===== src/rtl/mux4way_stream_arbiter.sv =====
// Four-to-one valid/ready stream merger: round-robin arbitration with packet
// locking, feeding a one-entry output register tagged with the source channel.
module mux4way_stream_arbiter #(
    parameter int WIDTH = 16
) (
    input  logic               clk,
    input  logic               reset,
    input  logic [3:0]         in_valid,
    input  logic [4*WIDTH-1:0] in_data,
    input  logic [3:0]         in_last,
    output logic [3:0]         in_ready,
    output logic               out_valid,
    output logic [WIDTH-1:0]   out_data,
    output logic               out_last,
    output logic [1:0]         out_sel,
    input  logic               out_ready
);
    localparam logic [0:0] IDLE   = 1'b0;
    localparam logic [0:0] LOCKED = 1'b1;

    logic [0:0]       state_q, state_d;
    logic [1:0]       rr_ptr_q, rr_ptr_d;
    logic [1:0]       lock_ch_q, lock_ch_d;
    logic             out_valid_q, out_valid_d;
    logic [WIDTH-1:0] out_data_q, out_data_d;
    logic             out_last_q, out_last_d;
    logic [1:0]       out_sel_q, out_sel_d;

    logic             can_load;
    logic             grant_vld;
    logic [1:0]       grant_ch;
    logic [1:0]       idx;
    logic             accept;
    logic [WIDTH-1:0] ch_data [4];

    for (genvar i = 0; i < 4; i++) begin : g_slice
        assign ch_data[i] = in_data[i*WIDTH +: WIDTH];
    end

    assign can_load = !out_valid_q || out_ready;

    // Scan offsets from 3 down to 0 so the channel closest to rr_ptr wins.
    always_comb begin
        grant_vld = 1'b0;
        grant_ch  = rr_ptr_q;
        idx       = rr_ptr_q;
        if (state_q == LOCKED) begin
            grant_vld = in_valid[lock_ch_q];
            grant_ch  = lock_ch_q;
        end else begin
            for (int k = 3; k >= 0; k--) begin
                idx = rr_ptr_q + 2'(k);
                if (in_valid[idx]) begin
                    grant_vld = 1'b1;
                    grant_ch  = idx;
                end
            end
        end
    end

    // in_ready is held low for the whole reset window, not just after it.
    assign accept   = grant_vld && can_load && !reset;
    assign in_ready = accept ? (4'b0001 << grant_ch) : 4'b0000;

    always_comb begin
        state_d     = state_q;
        rr_ptr_d    = rr_ptr_q;
        lock_ch_d   = lock_ch_q;
        out_valid_d = out_valid_q;
        out_data_d  = out_data_q;
        out_last_d  = out_last_q;
        out_sel_d   = out_sel_q;
        if (accept) begin
            out_valid_d = 1'b1;
            out_data_d  = ch_data[grant_ch];
            out_last_d  = in_last[grant_ch];
            out_sel_d   = grant_ch;
            if (in_last[grant_ch]) begin
                state_d  = IDLE;
                rr_ptr_d = grant_ch + 2'd1;
            end else begin
                state_d   = LOCKED;
                lock_ch_d = grant_ch;
            end
        end else if (out_valid_q && out_ready) begin
            out_valid_d = 1'b0;
        end
    end

    always_ff @(posedge clk or posedge reset) begin
        if (reset) begin
            state_q     <= IDLE;
            rr_ptr_q    <= 2'd0;
            lock_ch_q   <= 2'd0;
            out_valid_q <= 1'b0;
            out_data_q  <= '0;
            out_last_q  <= 1'b0;
            out_sel_q   <= 2'd0;
        end else begin
            state_q     <= state_d;
            rr_ptr_q    <= rr_ptr_d;
            lock_ch_q   <= lock_ch_d;
            out_valid_q <= out_valid_d;
            out_data_q  <= out_data_d;
            out_last_q  <= out_last_d;
            out_sel_q   <= out_sel_d;
        end
    end

    assign out_valid = out_valid_q;
    assign out_data  = out_data_q;
    assign out_last  = out_last_q;
    assign out_sel   = out_sel_q;
endmodule

===== config.mk =====
export PLATFORM = sky130hd
export DESIGN_NAME = mux4way_stream_arbiter
export DESIGN_NICKNAME = d
export VERILOG_FILES = /design/src/rtl/mux4way_stream_arbiter.sv
export SDC_FILE = /design/constraint.sdc
export NUM_CORES = 1
export LEC_CHECK = 0
export CORE_ASPECT_RATIO = 0.7
export CORE_UTILIZATION = 42
export CTS_CLUSTER_SIZE = 8
export DETAILED_ROUTE_END_ITERATION = 12
export PLACE_DENSITY = 0.87
export RECOVER_POWER = 25
export SETUP_SLACK_MARGIN = 0.05
export SYNTH_ARGS = -nofsm -noshare
export SYNTH_HDL_FRONTEND = slang
export SYNTH_SLANG_ARGS = --single-unit

===== constraint.sdc =====
create_clock -name clk -period 3.95 [get_ports clk]
set_input_delay 0.395 -clock clk [delete_from_list [all_inputs] [get_ports clk]]
set_output_delay 0.395 -clock clk [all_outputs]
set_load 0.01 [all_outputs]

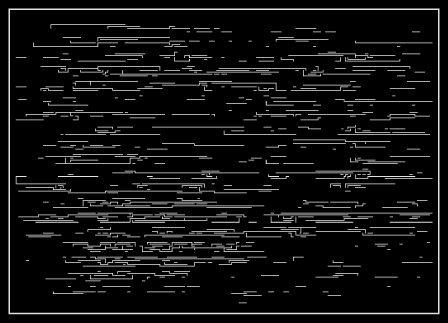
Fig. 1. Met1 routing.
share of all routed wire = 44%
main direction = horizontal
nets with wire on the layer = 292
longest straight run = 28.1 um
wire length on this layer = 2160 um
Routed WL: 4920 um
via count: 1716
grt met1 use: 29.8%

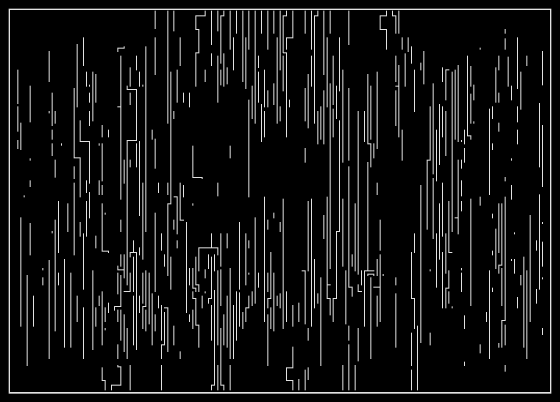
Fig. 2. M2 wires.
wire length on this layer = 2270 um
longest straight run = 27.2 um
nets with wire on the layer = 296
main direction = vertical
share of all routed wire = 46%
M2 GR Usage: 36.5%

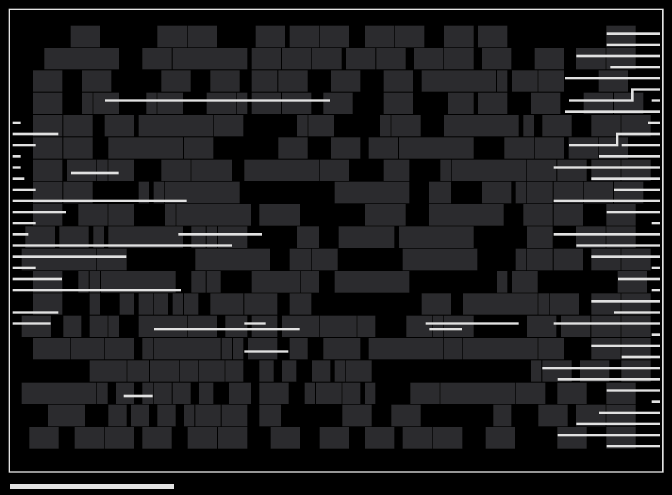
Fig. 3. Signal wires on met3.
Scale bar: 20 um.
main direction = horizontal
nets with wire on the layer = 64
wire length on this layer = 487 um
longest straight run = 27.1 um
share of all routed wire = 9.9%
met3 Use GR: 7.97%

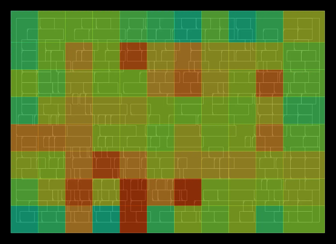
Fig. 4. Routing congestion map.
GRT Util Overall: 22.4%
global route hottest layer: met2

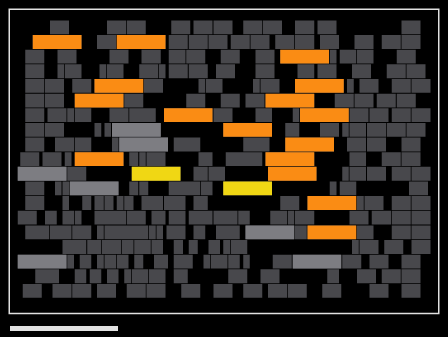
Fig. 5. Sequential cells grouped by signal name.
Scale bar: 20 um. Other sequential cells in the stronger gray, the rest of the logic in the fainter gray.
yellow -> `lock_ch_q`  # sequential cells 2
orange -> `out_data`  # sequential cells 16
Seq group: 468 uW
Seq/total area: 22.4%

==> results_dict.tcl <==
# metrics dict for downstream scripts
set metrics [dict create \
    crit_path_max_fanout 20 \
    viasPerCell 5.40 \
    nFillCells 317 \
    logic_area_sq_um 1040 \
    power.switching_uw 669 \
    synthAoiAreaFrac_pct 19.4 \
    intPower_uw 989 \
    syn_inst 171 \
    endpoint "in_ready[1]" \
    yosys-stat-cells 171 \
    coreArea_sq_um 3970 \
    gp_congestion 0.879 \
    final_cell_mix "clkdlybuf4s50_1 (97), mux2i_1 (33), nand2_1 (25), dfrtp_1 (25), o221ai_1 (16)" \
    fmax_mhz 310 \
    crit_path_frequent_cell "clkdlybuf4s50_1" \
    yosysChipArea_sq_um 1770 \
    place_area_sq_um 2750 \
    hold_viol 0 \
    timing.hold.worst_path_depth 2 \
    fin_ws_ps 720 \
    ff_type "dfrtp_1" \
    yosys-top-cells-count "mux2i_1 (33), dfrtp_1 (25), nand2_1 (25), o221ai_1 (16)" \
    worstHoldPathType "flop to flop" \
    cts_hold_buf 0 \
    comb_share_pct 37.2 \
    dr.max_layer_used "met4" \
    drive_gt1_share_pct 7.89 \
    io_pins 99 \
    worstPathCellList "clkdlybuf4s50_1 -> or3b_1 -> a21oi_2 -> o21ai_2 -> and2_4 -> inv_1 -> ha_1 -> and2_1 -> clkdlybuf4s50_1" \
    buffers 100 \
    comb_power_share_pct 62.9 \
    n_all_inverters 6 \
    pwr-share-clk_pct 8.9 \
    routed-wl-met3_um 486 \
    clock_buffers 4 \
    path_buffers 3 \
    outcome "finished clean" \
    dp.cells 314 \
    tightestPinTransition_ps 948 \
    ant_nets 0 \
    regArea_sq_um 626 \
    gr-total-overflow 0 \
    comb_cells 131 \
    ys_sh_xor_pct 0 \
]
Power is estimated from default activity; no workload was simulated.
